sizes.png
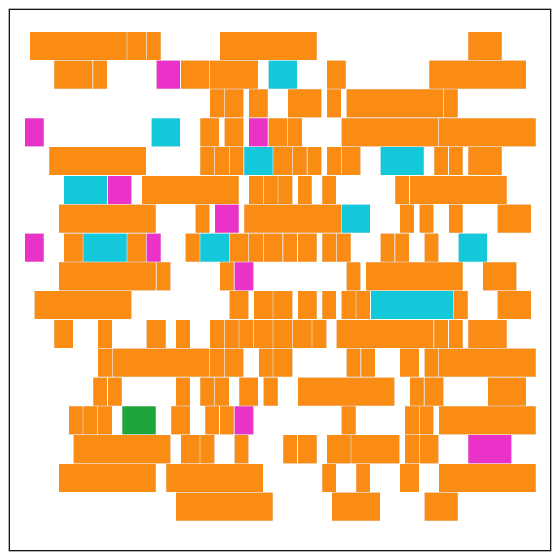
logic_types.png
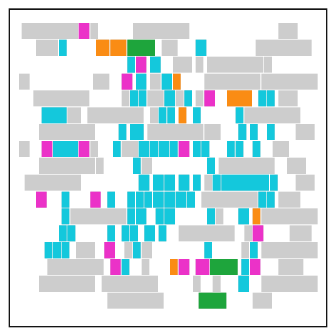
`src/rtl/i_deser_ddr_pkg.sv`:
```
// Shared definitions for the input deserializer: rate encodings, width bounds and rate-derived sizing.
// Combinational helpers only; no latency, no backpressure.
package i_deser_ddr_pkg;

    typedef enum logic {
        RATE_SDR = 1'b0,
        RATE_DDR = 1'b1
    } rate_e;

    localparam int WIDTH_MIN = 3;
    localparam int WIDTH_MAX = 10;

    typedef struct packed {
        logic [1:0] bits;
        logic [3:0] groups;
    } rate_cfg_t;

    function automatic rate_e decode_rate(input logic [23:0] rate);
        return (rate == "DDR") ? RATE_DDR : RATE_SDR;
    endfunction

    function automatic logic is_legal(input int width, input logic [23:0] rate);
        if (rate != "DDR" && rate != "SDR") return 1'b0;
        if (width < WIDTH_MIN || width > WIDTH_MAX) return 1'b0;
        if (rate == "DDR" && (width % 2) != 0) return 1'b0;
        return 1'b1;
    endfunction

    // bits = B (bits captured per C period), groups = WIDTH/B shifts per word
    function automatic rate_cfg_t rate_cfg(input int width, input logic [23:0] rate);
        rate_cfg_t cfg;
        cfg.bits   = (decode_rate(rate) == RATE_DDR) ? 2'd2 : 2'd1;
        cfg.groups = 4'(width / int'(cfg.bits));
        return cfg;
    endfunction

endpackage

```
`src/rtl/i_deser_capture.sv`:
```
// Pin capture: d_r on rising C, d_f on falling C (DDR), plus the started flag; B bits and a shift strobe out.
// Outputs are registers gated by E combinationally; E=0 holds every register (no backpressure).
module i_deser_capture #(
    parameter int B = 2
) (
    input  logic         i_clk,
    input  logic         i_rst_n,
    input  logic         i_d,
    input  logic         i_en,
    output logic [B-1:0] o_bits,
    output logic         o_shift
);

    logic r_d_r;
    logic r_started;

    always_ff @(posedge i_clk or negedge i_rst_n) begin
        if (!i_rst_n) begin
            r_d_r     <= 1'b0;
            r_started <= 1'b0;
        end else if (i_en) begin
            r_d_r     <= i_d;
            r_started <= 1'b1;
        end
    end

    // The first enabled edge only loads d_r; shifting starts on the one after.
    assign o_shift = i_en && r_started;

    generate
        if (B == 2) begin : g_ddr
            logic r_d_f;

            always_ff @(negedge i_clk or negedge i_rst_n) begin
                if (!i_rst_n) begin
                    r_d_f <= 1'b0;
                end else if (i_en) begin
                    r_d_f <= i_d;
                end
            end

            assign o_bits = {r_d_r, r_d_f};
        end else begin : g_sdr
            assign o_bits = r_d_r;
        end
    endgenerate

endmodule

```
`src/rtl/i_deser_ddr.sv`:
```
// SDR/DDR input deserializer with bitslip; word j presented after enabled rising edge 1+(j+2)*WIDTH/B.
// DATA_VALID is a one-cycle strobe; E=0 freezes all state and suppresses the strobe (no backpressure).
module i_deser_ddr
    import i_deser_ddr_pkg::*;
#(
    parameter int          WIDTH     = 4,
    parameter logic [23:0] DATA_RATE = "DDR"
) (
    input  logic             C,
    input  logic             R,
    input  logic             D,
    input  logic             E,
    input  logic             BITSLIP,
    output logic [WIDTH-1:0] Q,
    output logic             DATA_VALID
);

    localparam rate_cfg_t  CFG    = rate_cfg(WIDTH, DATA_RATE);
    localparam int         B      = int'(CFG.bits);
    localparam int         GROUPS = int'(CFG.groups);
    localparam logic [3:0] LAST   = 4'(GROUPS - 1);
    localparam logic [3:0] OMAX   = 4'(WIDTH - 1);

    if (!is_legal(WIDTH, DATA_RATE)) begin : g_bad_param
        $fatal(1, "i_deser_ddr: illegal WIDTH/DATA_RATE combination");
    end

    logic [B-1:0]       w_bits;
    logic               w_shift;
    logic [2*WIDTH-1:0] r_hist;
    logic [2*WIDTH-1:0] w_hist_nxt;
    logic [WIDTH-1:0]   w_word;
    logic [3:0]         r_cnt;
    logic [3:0]         r_off;
    logic               r_primed;
    logic               r_bs;
    logic               w_wrap;
    logic               w_slip;

    i_deser_capture #(
        .B(B)
    ) u_capture (
        .i_clk  (C),
        .i_rst_n(R),
        .i_d    (D),
        .i_en   (E),
        .o_bits (w_bits),
        .o_shift(w_shift)
    );

    assign w_hist_nxt = (r_hist << B) | (2*WIDTH)'(w_bits);
    // Window of WIDTH bits starting o bits below the oldest bit of the post-shift history.
    assign w_word     = WIDTH'((w_hist_nxt << r_off) >> WIDTH);
    assign w_wrap     = w_shift && (r_cnt == LAST);
    assign w_slip     = E && BITSLIP && !r_bs;

    always_ff @(posedge C or negedge R) begin
        if (!R) begin
            r_hist     <= '0;
            r_cnt      <= '0;
            r_off      <= '0;
            r_primed   <= 1'b0;
            r_bs       <= 1'b0;
            Q          <= '0;
            DATA_VALID <= 1'b0;
        end else begin
            DATA_VALID <= 1'b0;
            if (w_shift) begin
                r_hist <= w_hist_nxt;
                r_cnt  <= w_wrap ? 4'd0 : r_cnt + 4'd1;
            end
            // The first completion only fills the history; words start from the second.
            if (w_wrap) begin
                r_primed <= 1'b1;
                if (r_primed) begin
                    Q          <= w_word;
                    DATA_VALID <= 1'b1;
                end
            end
            if (E) begin
                r_bs <= BITSLIP;
            end
            if (w_slip) begin
                r_off <= (r_off == OMAX) ? 4'd0 : r_off + 4'd1;
            end
        end
    end

endmodule
```
`config.mk`:
```
export PLATFORM = sky130hd
export DESIGN_NAME = i_deser_ddr
export DESIGN_NICKNAME = d
export VERILOG_FILES = /design/src/rtl/i_deser_ddr_pkg.sv /design/src/rtl/i_deser_capture.sv /design/src/rtl/i_deser_ddr.sv
export SDC_FILE = /design/constraint.sdc
export NUM_CORES = 1
export LEC_CHECK = 0
export ABC_AREA = 1
export CORE_UTILIZATION = 50
export CTS_BUF_LIST = sky130_fd_sc_hd__clkbuf_2
export DETAILED_ROUTE_END_ITERATION = 12
export GPL_TIMING_DRIVEN = 0
export HOLD_SLACK_MARGIN = 0.15
export MAX_ROUTING_LAYER = met4
export PLACE_DENSITY = 0.67
export SETUP_SLACK_MARGIN = 0.5
export SYNTH_ARGS = -nofsm -noshare
export SYNTH_HDL_FRONTEND = slang
export SYNTH_SLANG_ARGS = --single-unit
export TNS_END_PERCENT = 100
```
`constraint.sdc`:
```
create_clock -name C -period 2.15 [get_ports C]
set_input_delay 0.43 -clock C [delete_from_list [all_inputs] [get_ports C]]
set_output_delay 0.43 -clock C [all_outputs]
set_load 0.005 [all_outputs]
```
==> notes.md <==
fresh numbers from the pnr run: FP Util 53.7%, fraction of area in registers 43.2%, reg-to-reg slack, setup 0.12 ns, Max-area cell share 48.0%, Top delay family on crit path flip-flops, dominant kind of cell sequential cells, IO Port Bufs 9, worst slew pin tran 0.574 ns, met2 wire length 1.04 mm, Crit Path Category flop to flop, Compound Share, Synth 6.36%, Setup crit start kind flop, hold endpoint u_capture.r_d_r, grt met3 use 2.68%, peak supply drop 0.560 mV, post-synth top area cell dfrtp_1, Power Dens Cells 1030 nW/um2, Most common cell on crit path nand2_1, asr flop ratio synth 100%, Ys Warns 0, number of well taps 28, Core Box Area 2230 um2, Clock Buffer Count 3, Layout fillers 210, setup bufs post-CTS 3, FA/HA/MAJ Cells, Area Fraction 3.13%, WL met1 1.09 mm, Post-CTS Hold Buffers 2, Root Driver clkbuf_2, final setup skew 0.0425 ns, Vias 982, DR vias/cell 5.04, Flops after synth 24, highest signal layer in the routed design met4, tool warnings 30, most frequent cells in the layout 54 x nand2_1, 23 x dfrtp_1, 19 x nand3_1, 15 x inv_1, 10 x o21ai_0, Synth Cell Area 1200 um2, nonclk inv count 17, Critical Path Slowest Stage Cell dfrtn_1, crit-path cells nand2_1 > nand2_2 > nand2_1 > nand2_1 > inv_1 > nand2_1 > nand2_1 > nand2_1, switching share of power 39.7%, layout net count 176, met1 usage 26.2%, CP required 2.45 ns, RSZ-0062 raised after global routing yes, max reg flops 6, GRT overflow 0, HP Class input port to flop, Comb gates 105, H-tree depth 1, post-CTS sizing 17, routed wl met3 84 um, CTS clk-pin slew, worst paths 0.23 ns, Area contributors post-synth dfrtp_1 48%, nand2_1 18%, nand3_1 7.9%, slowest cell delay on critical path 0.51 ns, syn nets 156, DRC Markers 0, Max-Cap Viols 0, DR pass1 iterations 5, clk buf depth 2, yosys synthesis chip area 1200 um2, nature of the critical path endpoint flop, clk tree area frac 1.35%, hold slack 0.301 ns, full die area 2600 um2, Reg2Reg Depth 8, final WL 2.25 mm, Worst path depth 8, buffering overhead 10.1%, CP Capture Point Q[3], simple share 32.0%, largest net degree at the start of global routing 14, Rel. slew slack 61.6%, post-DR wirelength/cell 11.6 um, met2 usage 35.5%, Worst R2R Start u_capture.g_ddr.r_d_f, Max Fanout on Critical Path 4, first-pass GRT wire length 3.96 mm, CP Data Arrival Time 2.33 ns, fin. max-slew vios 0, DP Cell Count 185, IO Pins 10, number of DRC markers in iteration 0 26, Detail Placement HPWL 1.57 mm, Largest Register r_hist, Hold Crit Depth 3, share of post-route cells with drive strength above 1 12.6%, xor/xnor share 1.46%, row count 17, register share after synthesis 50.1%, Antenna Nets Post-Route 0, die height 51.0 um, status finished, final reports clean
-- sizes.png (at the start) --
[_0 and _1 cells] orange | cells: 146 | share: 87%
[_6 and larger] green | cells: 1 | share: 0.60%
[_3 and _4 cells] cyan | cells: 10 | share: 6.0%
[_2 cells] magenta | cells: 10 | share: 6.0%
Non-Clock Buffer Count: 17
Area Overhead vs Synth: 15.7%
post-route cell area: 1390 um2
final setup margin: 0.121 ns

-- logic_types.png (at the start) --
[NAND gates] cyan | cells: 77 | most used: nand2_1
[NOR gates] orange | cells: 7 | most used: nor2_1
[adder and majority cells] green | cells: 3 | most used: ha_1
[inverting AOI/OAI gates] magenta | cells: 15 | most used: o21ai_0
most numerous logic cell after layout: nand2_1
Finished Layout Cells: 195
Comb area share: 37.8%

[power by group through the flow]
stage	clock network [mW]	registers (mW)	logic (mW)
after floorplan	0	0.670	0.391
after global placement	0	0.684	0.549
after detailed placement	0	0.690	0.566
after CTS	0.183	0.679	0.566
after global routing	0.200	0.696	0.658
final	0.179	0.680	0.566
[cell usage after synthesis, types with 2 or more instances]
cell type and number:
ha_1 3, a21oi_1 2, nand3_1 19, dfrtp_1 23, nand2_1 56, nor2_1 4
o21ai_0 12, inv_1 16, buf_4 2
[metrics by stage]
stage,cell area (um2),util [%],setup TNS [ns],total power [mW]
global route,1390,62.2,0,1.55
finish,1390,62.2,0,1.42
global placement,1330,59.7,-0.835,1.23
CTS,1390,62.1,0,1.43
detailed placement,1330,59.7,-0.927,1.26
floorplan,1210,-,0,1.06
Power and IR drop assume default switching activity.
